### Sequential cells colored by netlist name

Drawn at 1.5 px/um. Other sequential cells in the stronger gray, the rest of the logic in the fainter gray.
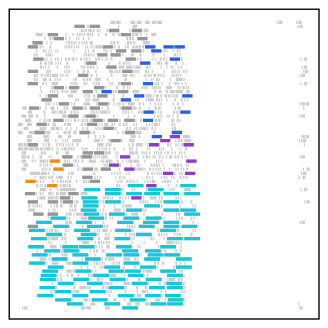
### Placement by cell class

Drawn at 1.5 px/um.
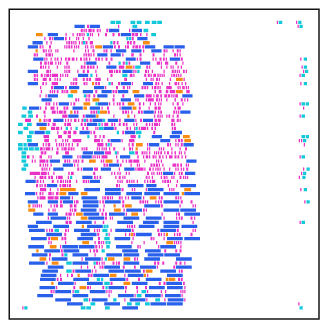
### I/O nets highlighted

Drawn at 2 px/um.
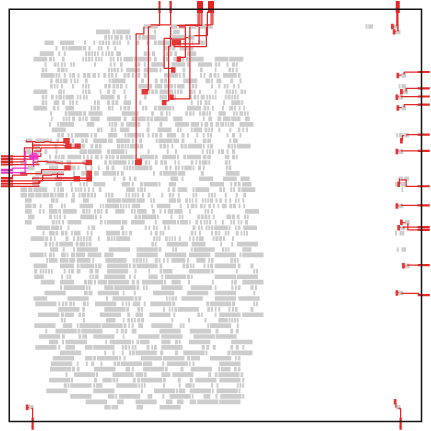
### Clock distribution

Drawn at 1.5 px/um.
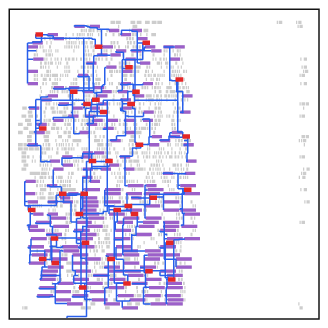
$ cat config.mk
export PLATFORM = sky130hd
export DESIGN_NAME = hx2003_pulse_seq_tx
export DESIGN_NICKNAME = d
export VERILOG_FILES = /design/src/rtl/hx2003_pulse_pkg.sv /design/src/rtl/hx2003_symbol_fifo.sv /design/src/rtl/hx2003_pulse_seq_tx.sv
export SDC_FILE = /design/constraint.sdc
export NUM_CORES = 1
export LEC_CHECK = 0
export ABC_AREA = 1
export CORE_MARGIN = 5
export CORE_UTILIZATION = 28
export CTS_BUF_LIST = sky130_fd_sc_hd__clkbuf_8
export DETAILED_ROUTE_END_ITERATION = 12
export GPL_ROUTABILITY_DRIVEN = 1
export GPL_TIMING_DRIVEN = 0
export SYNTH_ARGS = -nofsm -noshare
export SYNTH_HDL_FRONTEND = slang
export SYNTH_HIERARCHICAL = 1
export SYNTH_SLANG_ARGS = --single-unit
export TNS_END_PERCENT = 5
$ cat constraint.sdc
create_clock -name clk -period 9.1 [get_ports clk]
set_input_delay 2.73 -clock clk [delete_from_list [all_inputs] [get_ports clk]]
set_output_delay 2.73 -clock clk [all_outputs]
set_load 0.01 [all_outputs]
$ cat src/rtl/hx2003_pulse_pkg.sv
// Shared constants for the pulse-train transmitter: register map, bit
// positions, symbol field layout, bus size encoding and FSM states.
package hx2003_pulse_pkg;

  localparam logic [5:0] ADDR_CTRL     = 6'h00;
  localparam logic [5:0] ADDR_CARRIER  = 6'h04;
  localparam logic [5:0] ADDR_PRESCALE = 6'h08;
  localparam logic [5:0] ADDR_FIFO     = 6'h0C;
  localparam logic [5:0] ADDR_STATUS   = 6'h10;

  localparam int unsigned CTRL_START    = 0;
  localparam int unsigned CTRL_ABORT    = 1;
  localparam int unsigned CTRL_IDLE_LVL = 2;
  localparam int unsigned CTRL_INVERT   = 3;
  localparam int unsigned CTRL_IE_DONE  = 4;
  localparam int unsigned CTRL_IE_LOW   = 5;

  localparam int unsigned STS_BUSY      = 0;
  localparam int unsigned STS_EMPTY     = 1;
  localparam int unsigned STS_FULL      = 2;
  localparam int unsigned STS_OVF       = 3;
  localparam int unsigned STS_DONE      = 4;
  localparam int unsigned STS_LOW       = 5;
  localparam int unsigned STS_COUNT_LSB = 8;

  localparam int unsigned SYM_LEVEL = 15;
  localparam int unsigned SYM_CAREN = 14;

  localparam logic [1:0] BUS_W8   = 2'b00;
  localparam logic [1:0] BUS_W16  = 2'b01;
  localparam logic [1:0] BUS_W32  = 2'b10;
  localparam logic [1:0] BUS_NONE = 2'b11;

  typedef enum logic [1:0] {
    S_IDLE = 2'd0,
    S_LOAD = 2'd1,
    S_RUN  = 2'd2
  } state_t;

  // Byte-lane mask covered by a write of the given size.
  function automatic logic [31:0] lane_mask(input logic [1:0] size);
    logic [31:0] m;
    case (size)
      BUS_W8:  m = 32'h0000_00FF;
      BUS_W16: m = 32'h0000_FFFF;
      BUS_W32: m = 32'hFFFF_FFFF;
      default: m = 32'h0000_0000;
    endcase
    return m;
  endfunction

endpackage

$ cat src/rtl/hx2003_symbol_fifo.sv
// Synchronous symbol FIFO with flush; a push and a pop in the same cycle
// are both accepted even when full.
module hx2003_symbol_fifo #(
  parameter int unsigned WIDTH = 14,
  parameter int unsigned DEPTH = 8,
  localparam int unsigned AW = $clog2(DEPTH),
  localparam int unsigned CW = AW + 1
) (
  input  logic             clk,
  input  logic             rst,
  input  logic             i_flush,
  input  logic             i_push,
  input  logic [WIDTH-1:0] i_data,
  input  logic             i_pop,
  output logic [WIDTH-1:0] o_head,
  output logic             o_full,
  output logic             o_empty,
  output logic [CW-1:0]    o_count
);

  logic [WIDTH-1:0] r_mem [DEPTH];
  logic [AW-1:0]    r_wr_ptr;
  logic [AW-1:0]    r_rd_ptr;
  logic [CW-1:0]    r_count;
  logic             w_do_push;
  logic             w_do_pop;

  assign o_full    = (r_count == CW'(DEPTH));
  assign o_empty   = (r_count == '0);
  assign o_count   = r_count;
  assign o_head    = r_mem[r_rd_ptr];
  assign w_do_pop  = i_pop & ~o_empty;
  assign w_do_push = i_push & (~o_full | i_pop);

  // Storage write.
  always_ff @(posedge clk) begin
    if (w_do_push && !i_flush) begin
      r_mem[r_wr_ptr] <= i_data;
    end
  end

  // Pointer and occupancy tracking.
  always_ff @(posedge clk) begin
    if (rst || i_flush) begin
      r_wr_ptr <= '0;
      r_rd_ptr <= '0;
      r_count  <= '0;
    end else begin
      if (w_do_push) r_wr_ptr <= r_wr_ptr + AW'(1);
      if (w_do_pop)  r_rd_ptr <= r_rd_ptr + AW'(1);
      case ({w_do_push, w_do_pop})
        2'b10:   r_count <= r_count + CW'(1);
        2'b01:   r_count <= r_count - CW'(1);
        default: r_count <= r_count;
      endcase
    end
  end

endmodule

$ cat src/rtl/hx2003_pulse_seq_tx.sv
// Programmable pulse-train transmitter: plays queued {level, carrier_en,
// duration} symbols on uo_out[7] using a prescaled tick and optional carrier.
module hx2003_pulse_seq_tx
  import hx2003_pulse_pkg::*;
#(
  parameter int unsigned DEPTH      = 8,
  parameter int unsigned DUR_W      = 12,
  parameter int unsigned CARRIER_W  = 16,
  parameter int unsigned PRESCALE_W = 16,
  parameter int unsigned LOW_WM     = 2
) (
  input  logic        clk,
  input  logic        rst,
  input  logic [7:0]  ui_in,
  output logic [7:0]  uo_out,
  input  logic [5:0]  address,
  input  logic [31:0] data_in,
  input  logic [1:0]  data_write_n,
  input  logic [1:0]  data_read_n,
  output logic [31:0] data_out,
  output logic        data_ready,
  output logic        user_interrupt
);

  localparam int unsigned CW = $clog2(DEPTH) + 1;
  localparam int unsigned SW = DUR_W + 2;

  state_t                r_state;
  logic [5:2]            r_cfg;
  logic [CARRIER_W-1:0]  r_carrier;
  logic [PRESCALE_W-1:0] r_prescale;
  logic                  r_ovf;
  logic                  r_done;
  logic [DUR_W-1:0]      r_dur;
  logic [PRESCALE_W-1:0] r_pre;
  logic [CARRIER_W-1:0]  r_car;
  logic                  r_phase;
  logic                  r_lvl;
  logic                  r_caren;
  logic                  r_pin;
  logic                  r_busy_q;

  logic        w_wr;
  logic [31:0] w_mask;
  logic        w_start;
  logic        w_abort;
  logic        w_push;
  logic        w_pop;
  logic        w_sts_wr;
  logic [SW-1:0] w_push_data;
  logic [SW-1:0] w_head;
  logic [DUR_W-1:0] w_head_dur;
  logic        w_full;
  logic        w_empty;
  logic [CW-1:0] w_count;
  logic        w_busy;
  logic        w_low;
  logic        w_last;
  logic        w_idle_pin;
  logic        w_ovf_set;
  logic        w_done_set;
  logic [31:0] w_rdata;
  logic        w_unused;

  assign w_wr        = (data_write_n != BUS_NONE);
  assign w_mask      = lane_mask(data_write_n);
  assign w_start     = w_wr && (address == ADDR_CTRL) && data_in[CTRL_START];
  assign w_abort     = w_wr && (address == ADDR_CTRL) && data_in[CTRL_ABORT];
  assign w_push      = w_wr && (address == ADDR_FIFO);
  assign w_sts_wr    = w_wr && (address == ADDR_STATUS);
  assign w_push_data = {data_in[SYM_LEVEL], data_in[SYM_CAREN], data_in[DUR_W-1:0]};
  assign w_head_dur  = w_head[DUR_W-1:0];
  assign w_pop       = (r_state == S_LOAD) && !w_abort;
  assign w_busy      = (r_state != S_IDLE);
  assign w_low       = w_busy && (32'(w_count) <= LOW_WM);
  assign w_last      = (r_state == S_RUN) && (r_pre == '0) && (r_dur == DUR_W'(1));
  assign w_idle_pin  = r_cfg[CTRL_IDLE_LVL] ^ r_cfg[CTRL_INVERT];
  assign w_ovf_set   = w_push && w_full && !w_pop && !w_abort;
  assign w_done_set  = w_last && w_empty && !w_abort;

  assign uo_out         = {r_pin, r_busy_q, 6'b0};
  assign data_ready     = 1'b1;
  assign data_out       = w_rdata;
  assign user_interrupt = (r_done & r_cfg[CTRL_IE_DONE]) | (w_low & r_cfg[CTRL_IE_LOW]);
  assign w_unused       = ^{ui_in, data_read_n, data_in[31:16], w_mask[31:16]};

  hx2003_symbol_fifo #(
    .WIDTH (SW),
    .DEPTH (DEPTH)
  ) u_fifo (
    .clk     (clk),
    .rst     (rst),
    .i_flush (w_abort),
    .i_push  (w_push),
    .i_data  (w_push_data),
    .i_pop   (w_pop),
    .o_head  (w_head),
    .o_full  (w_full),
    .o_empty (w_empty),
    .o_count (w_count)
  );

  // Configuration registers with byte-lane merging.
  always_ff @(posedge clk) begin
    if (rst) begin
      r_cfg      <= '0;
      r_carrier  <= '0;
      r_prescale <= '0;
    end else if (w_wr) begin
      case (address)
        ADDR_CTRL:     r_cfg <= data_in[5:2];
        ADDR_CARRIER:  r_carrier <= (r_carrier & ~w_mask[CARRIER_W-1:0]) |
                                    (data_in[CARRIER_W-1:0] & w_mask[CARRIER_W-1:0]);
        ADDR_PRESCALE: r_prescale <= (r_prescale & ~w_mask[PRESCALE_W-1:0]) |
                                     (data_in[PRESCALE_W-1:0] & w_mask[PRESCALE_W-1:0]);
        default: ;
      endcase
    end
  end

  // Sticky OVF/DONE flags, set wins over a same-cycle W1 clear.
  always_ff @(posedge clk) begin
    if (rst) begin
      r_ovf  <= 1'b0;
      r_done <= 1'b0;
    end else begin
      if (w_ovf_set)                         r_ovf <= 1'b1;
      else if (w_sts_wr && data_in[STS_OVF]) r_ovf <= 1'b0;
      if (w_done_set)                         r_done <= 1'b1;
      else if (w_sts_wr && data_in[STS_DONE]) r_done <= 1'b0;
    end
  end

  // Sequencer: symbol load, prescaled duration count and carrier phase.
  always_ff @(posedge clk) begin
    if (rst) begin
      r_state <= S_IDLE;
      r_dur   <= '0;
      r_pre   <= '0;
      r_car   <= '0;
      r_phase <= 1'b0;
      r_lvl   <= 1'b0;
      r_caren <= 1'b0;
    end else if (w_abort) begin
      r_state <= S_IDLE;
    end else begin
      unique case (r_state)
        S_IDLE: begin
          if (w_start && !w_empty) r_state <= S_LOAD;
        end
        S_LOAD: begin
          r_lvl   <= w_head[SW-1];
          r_caren <= w_head[SW-2];
          r_dur   <= (w_head_dur == '0) ? DUR_W'(1) : w_head_dur;
          r_pre   <= r_prescale;
          r_car   <= r_carrier;
          r_phase <= 1'b1;
          r_state <= S_RUN;
        end
        S_RUN: begin
          if (r_pre == '0) begin
            r_pre <= r_prescale;
            if (r_dur == DUR_W'(1)) r_state <= w_empty ? S_IDLE : S_LOAD;
            else                    r_dur   <= r_dur - DUR_W'(1);
          end else begin
            r_pre <= r_pre - PRESCALE_W'(1);
          end
          if (r_car == '0) begin
            r_car   <= r_carrier;
            r_phase <= ~r_phase;
          end else begin
            r_car <= r_car - CARRIER_W'(1);
          end
        end
        default: r_state <= S_IDLE;
      endcase
    end
  end

  // Registered pin and busy; LOAD holds the pin so the symbol before a
  // reload stays visible for that extra cycle. ABORT forces idle at once.
  always_ff @(posedge clk) begin
    if (rst) begin
      r_pin    <= 1'b0;
      r_busy_q <= 1'b0;
    end else if (w_abort) begin
      r_pin    <= w_idle_pin;
      r_busy_q <= 1'b0;
    end else begin
      r_busy_q <= w_busy;
      case (r_state)
        S_IDLE:  r_pin <= w_idle_pin;
        S_RUN:   r_pin <= (r_lvl & (r_caren ? r_phase : 1'b1)) ^ r_cfg[CTRL_INVERT];
        default: r_pin <= r_pin;
      endcase
    end
  end

  // Combinational register read mux.
  always_comb begin
    w_rdata = '0;
    case (address)
      ADDR_CTRL:     w_rdata[5:2] = r_cfg;
      ADDR_CARRIER:  w_rdata[CARRIER_W-1:0] = r_carrier;
      ADDR_PRESCALE: w_rdata[PRESCALE_W-1:0] = r_prescale;
      ADDR_STATUS: begin
        w_rdata[STS_BUSY]  = w_busy;
        w_rdata[STS_EMPTY] = w_empty;
        w_rdata[STS_FULL]  = w_full;
        w_rdata[STS_OVF]   = r_ovf;
        w_rdata[STS_DONE]  = r_done;
        w_rdata[STS_LOW]   = w_low;
        w_rdata[STS_COUNT_LSB +: 6] = 6'(w_count);
      end
      default: ;
    endcase
  end

endmodule

==> flow_metrics.py <==
# Synthesis and PnR figures
metrics = {
    "job": {
        "warnings": 58,
    },
    "layout": {
        "fill_cells": 4021,
        "areaGrowthSynthToFinish_pct": 17.3,
        "fin_area_sq_mm": 0.0125,
        "instances_no_fill": 1962,
        "area.combinational_sq_mm": 0.00446,
        "fin_nets": 1495,
        "antenna_cells": 0,
    },
    "worst_setup_path": {
        "path_depth": 8,
        "reg2regPathDepth": 9,
        "cpMaxStageDelayCell": "clkdlybuf4s50_1",
        "cp-start-kind": "primary input",
        "critPathKind": "in -> out",
        "crit_family": "buffers and inverters",
    },
    "timing": {
        "hold_viol": 0,
        "max_freq_ghz": 0.128,
        "fin_hold_ws_ps": 453,
        "period_used_pct": 85.6,
        "fin_crit_ps": 7790,
        "slew_headroom_pct": 9.18,
        "setup_viol": 0,
    },
    "floorplan": {
        "die_y_um": 205,
        "dieArea_sq_mm": 0.0422,
        "rows": 71,
        "ios": 94,
    },
    "synthesis": {
        "ys_seq_share_pct": 50.5,
        "avgSynthCellArea_sq_um": 8.08,
        "yosysMostFrequentCell": "nand2_1",
        "ys_top_cells_by_count": "268 x nand2_1, 220 x nor2_1, 124 x o21ai_0, 112 x edfxtp_1, 106 x inv_1",
        "ys_ff": 214,
        "ys_chip_area_sq_mm": 0.0107,
    },
    "pwr": {
        "p_per_area_mw_per_mm2": 227,
        "power_mw": 2.85,
    },
    "route": {
        "routedWlPerCell_um": 15.0,
        "avgViaCountPerCell": 4.69,
        "first_pass_iters": 5,
    },
    "grt": {
        "grtUsageMet1_pct": 17.9,
        "met3_usage_pct": 1.94,
        "track_usage_pct": 13.7,
    },
    "hold_path": {
        "min_to": "r_caren",
        "min_path_cells": 2,
    },
    "clock_tree": {
        "insertion_delay_ps": 530,
        "cts_root_buf": "clkbuf_8",
        "cts_sinks": 214,
        "hold_buffers": 0,
    },
    "placement": {
        "place_ws_ps": 1340,
        "portBuffers": 44,
        "routabilityCongestion": 0.900,
    },
    "status": {
        "outcome": "complete, no violations",
    },
}
-- 'Sequential cells colored by netlist name' (at the start) --
[cyan] `u_fifo/r_mem` | flops: 112
[purple] `r_dur` | flops: 12 | where: center
[orange] `u_fifo/o_count` | flops: 4 | where: west
[blue] `r_pre` | flops: 16 | where: north
not colored: 70

-- 'Placement by cell class' (at the start) --
[cyan] other buffers and delay cells | cells: 121
[orange] clock drivers and dummy loads | cells: 62
[blue] flops | cells: 214
[magenta] combinational and other logic | cells: 1,054

-- 'I/O nets highlighted' (at the start) --
[magenta] `data_write_n` | bits: 2 | direction: input | end cells: 1 | buffers: 2 | wire: 36.4 um
[red] `data_out` | bits: 32 | direction: output | end cells: 32 | buffers: 32 | wire: 881 um

-- 'Clock distribution' (at the start) --
[red] clock drivers | count: 35
[blue] clock wires | length: 2,980 um
[purple] flip-flops | count: 214
routed clock nets: 36

## cell families after synthesis
kind of cell	synth area share, %
other	0.0702
adders and majority gates	2.06
xor gates and xnor gates	0.573
DFF	50.5
and+or+nand+nor	25.3
buffers and inverters	8.59
AOI/OAI and AO/OA	12.9
## layout make-up
cell class                      count  area share [%]
Buffer                             77            3.94
Clock buffer                       41            4.50
Clock inverter                     21           0.927
Inverter                          113            3.38
Multi-Input combinational cell    941            35.6
Sequential cell                   214            43.1
Tap cell                          511            5.10
Timing Repair Buffer               44            3.51
## cell usage in the layout, fill, tap and decap left out, types with 2 or more instances in the layout
cell,Yosys,routed
xor2_1,5,5
clkbuf_8,0,41
nand4_1,10,10
edfxtp_1,112,112
or2_1,2,2
nor2_4,4,4
nor2_1,220,214
nor3b_1,2,2
nand3_1,82,82
dfxtp_1,102,102
xnor2_1,2,2
nand2_4,5,5
conb_1,2,23
or2_2,3,3
ha_1,16,16
a21oi_1,83,83
buf_2,16,16
inv_2,7,7
inv_1,106,121
nand2_1,268,268
nor4_1,4,4
clkinv_2,0,2
nand3_2,3,3
clkbuf_1,21,21
o211ai_1,2,2
o21ai_1,31,31
nor2_2,8,14
nand3b_1,9,9
nand2_2,6,6
o221ai_1,8,8
nor3_1,4,4
o22ai_1,6,6
buf_4,29,29
buf_6,10,10
o21bai_1,3,3
clkdlybuf4s50_1,0,44
o21ai_0,124,124
a22oi_1,4,4
## power by group
group / switching, mW / internal (mW)
registers: 0.0482 / 1.06
logic: 0.608 / 0.304
clock network: 0.386 / 0.439
## routing by layer
metal	vias up	part of all wire, %
met5	-	0
met4	0	2.8
met3	53	5.8
met2	267	47
met1	4316	44
li1	4565	-
## worst min-delay path, delay by kind of cell, from the launching register on
family,cells,cell delay [ps]
flops,1,300
buf+inv,1,60
compound gates,1,50
Power figures rest on the tool's default switching activity, not on a simulated workload.
